<file path="src/rtl/divider_iterative.sv">
// Iterative unsigned restoring divider: one quotient bit per cycle, MSB first.
// Optional early completion for b == 0 or a < b when DIVIDER_EARLY_OUT_EN is defined.
module divider_iterative #(
  parameter int unsigned WIDTH = 32
) (
  input  logic             clk,
  input  logic             reset,
  input  logic             valid_in,
  input  logic [WIDTH-1:0] a,
  input  logic [WIDTH-1:0] b,
  output logic             valid_out,
  output logic [WIDTH-1:0] q,
  output logic [WIDTH-1:0] r,
  output logic             busy
);

  localparam int unsigned CW = (WIDTH > 2) ? $clog2(WIDTH) : 1;

  localparam logic [1:0] IDLE = 2'd0;
  localparam logic [1:0] BUSY = 2'd1;
  localparam logic [1:0] DONE = 2'd2;

  logic [1:0]       state_q;
  logic [CW-1:0]    cnt_q;
  // Dividend shifts out MSB-first while quotient bits shift in at the LSB.
  logic [WIDTH-1:0] dvd_q;
  logic [WIDTH-1:0] dvs_q;
  logic [WIDTH:0]   rem_q;

  logic             accept;
  logic             last_iter;
  logic [WIDTH:0]   shifted;
  logic [WIDTH:0]   rem_step;
  logic             q_bit;
  logic             early;
  logic             unused_rem_msb;

  // Acceptance decode and one restoring-division step.
  always_comb begin
    accept    = valid_in && (state_q != BUSY);
    last_iter = (cnt_q == CW'(WIDTH - 1));
    shifted   = {rem_q[WIDTH-1:0], dvd_q[WIDTH-1]};
    rem_step  = shifted;
    q_bit     = 1'b0;
    if (shifted >= {1'b0, dvs_q}) begin
      rem_step = shifted - {1'b0, dvs_q};
      q_bit    = 1'b1;
    end
`ifdef DIVIDER_EARLY_OUT_EN
    early = (b == '0) || (a < b);
`else
    early = 1'b0;
`endif
    // After a subtract the remainder is below b, so the stored MSB is always zero.
    unused_rem_msb = rem_q[WIDTH];
  end

  // FSM and iteration counter.
  always_ff @(posedge clk or posedge reset) begin
    if (reset) begin
      state_q <= IDLE;
      cnt_q   <= '0;
    end else if (accept) begin
      state_q <= early ? DONE : BUSY;
      cnt_q   <= '0;
    end else if (state_q == BUSY) begin
      cnt_q <= cnt_q + CW'(1);
      if (last_iter) begin
        state_q <= DONE;
      end
    end
  end

  // Operand latch and datapath; registers only move on accept or while BUSY.
  always_ff @(posedge clk or posedge reset) begin
    if (reset) begin
      dvd_q <= '0;
      dvs_q <= '0;
      rem_q <= '0;
    end else if (accept) begin
      dvs_q <= b;
      if (early) begin
        dvd_q <= (b == '0) ? '1 : '0;
        rem_q <= {1'b0, a};
      end else begin
        dvd_q <= a;
        rem_q <= '0;
      end
    end else if (state_q == BUSY) begin
      dvd_q <= {dvd_q[WIDTH-2:0], q_bit};
      rem_q <= rem_step;
    end
  end

  // Outputs decoded from registered state.
  always_comb begin
    valid_out = (state_q == DONE);
    busy      = (state_q == BUSY);
    q         = dvd_q;
    r         = rem_q[WIDTH-1:0];
  end

endmodule

</file>
<file path="config.mk">
export PLATFORM = sky130hd
export DESIGN_NAME = divider_iterative
export DESIGN_NICKNAME = d
export VERILOG_FILES = /design/src/rtl/divider_iterative.sv
export SDC_FILE = /design/constraint.sdc
export NUM_CORES = 1
export LEC_CHECK = 0
export CORE_UTILIZATION = 40
export CTS_CLUSTER_DIAMETER = 30
export DETAILED_ROUTE_END_ITERATION = 10
export HOLD_SLACK_MARGIN = 0.08
export PLACE_DENSITY = 0.65
export SLEW_MARGIN = 5
export SYNTH_ARGS = -nofsm -noshare
export SYNTH_HDL_FRONTEND = slang
export SYNTH_SLANG_ARGS = --single-unit
</file>
<file path="constraint.sdc">
create_clock -name clk -period 5 [get_ports clk]
set_input_delay 1.25 -clock clk [delete_from_list [all_inputs] [get_ports clk]]
set_output_delay 1.25 -clock clk [all_outputs]
set_load 0.05 [all_outputs]
</file>
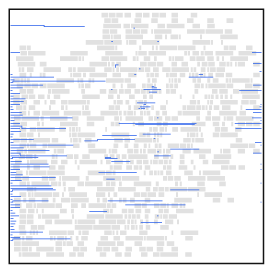
Fig. 1. M3 wires.
Scale: 2 px per micron.
main direction = horizontal
share of all routed wire = 6.4%
wire length on this layer = 1,020 microns
nets with wire on the layer = 107

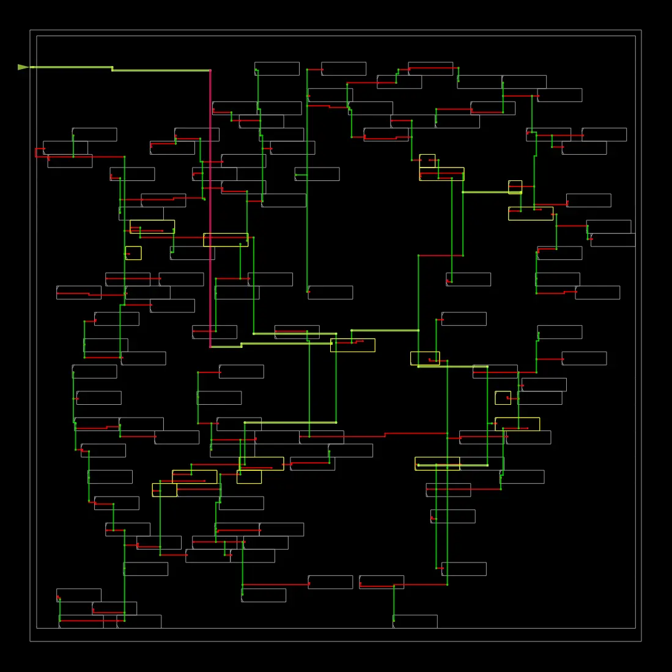
Fig. 2. Clock wiring as the flow saved it.
Max Clock Skew: 0.0110 ns
Clock buffer cells: 11
number of sinks handled by clock tree synthesis: 103

==> results.txt <==
Entry: Yosys synthesis followed by OpenROAD place and route.

Final layout:
- The run gives the number of antenna diodes as 0.
- The run gives the number of logic inverters in the finished layout as roughly 40.
- Measured on the final layout, the clock distribution area share stands at 0.0379.

Synth:
- The cell-mix breakdown from Yosys lists the simple-gate area share as 0.122.
- The run puts the chip area line of the yosys report at approximately 6000 sq um.
- The run gives the post-synthesis share of cell area spent on xor and xnor gates as 0.0411.
- The synth_stat.txt file lists the number of cells as 639.
- After synthesis, the largest family of logic cells by area is AND-OR/OR-AND gates.
- The run puts the cell area after technology mapping at 6180 sq um.
- Counting instances in the post-synthesis netlist gives the leading cell types as sky130_fd_sc_hd__dfrtp_1, sky130_fd_sc_hd__nand2_1, sky130_fd_sc_hd__o21ai_0, sky130_fd_sc_hd__mux2i_1, sky130_fd_sc_hd__inv_1.
- The run gives the synthesized-area fraction occupied by adder cells as 0.0720.
- The run gives the number of warnings reported in the yosys synthesis log as 0.

Global route:
- met2 track demand over resource after global routing is 0.333.
- Summed over all layers, the global routing overflow is 0.
- The run puts the met3 usage at 0.0637.

Worst setup path:
- The worst setup path is launched from a register.
- Of all nets on the critical path, the largest fanout is 23.
- STA classifies the critical path endpoint as a register.
- For this design, the slowest cell found on the critical path is sky130_fd_sc_hd__dfrtp_1.
- In this run the worst setup path terminates at rem_q[18].
- The run puts the required time of the critical path at roughly 5.2 ns.
- The run gives the highest cell delay on the worst timing path as 0.43 ns.

STA:
- The run gives the final cycle utilization of the critical path as 0.641.
- The run gives the highest achievable clock rate as 312 MHz.

CTS:
- The run puts the clock network latency to the later pin of the worst-skew pair at between 0.3 and 0.4 ns.
- The run puts the number of buffers added to fix hold violations after cts at 0.
- TritonCTS built the clock tree.
- The run puts the clock slew at the register clock pins of the worst setup and hold paths at ~0.070 ns.

Routing:
- The run gives the number of iterations in the first detailed-routing pass as 5.
- Once iteration 0 of detailed routing completed, the report listed between 200 and 250 DRC markers.
- The run gives the routed length per instance as 16.7 microns.
- Per the detail_route log, met3 wirelength is 1.02 mm.

Min path:
- The run puts the cell count of the worst hold path at 1.

Floorplan:
- The run puts the top-level I/O count at about 130.
- The run gives the placement row count as 45.
- The run gives the die outline area as ~16,000 sq um.
- The run puts the total core area at between 15,000 and 20,000 sq um.

Run status:
- The run finished with clean final reports.
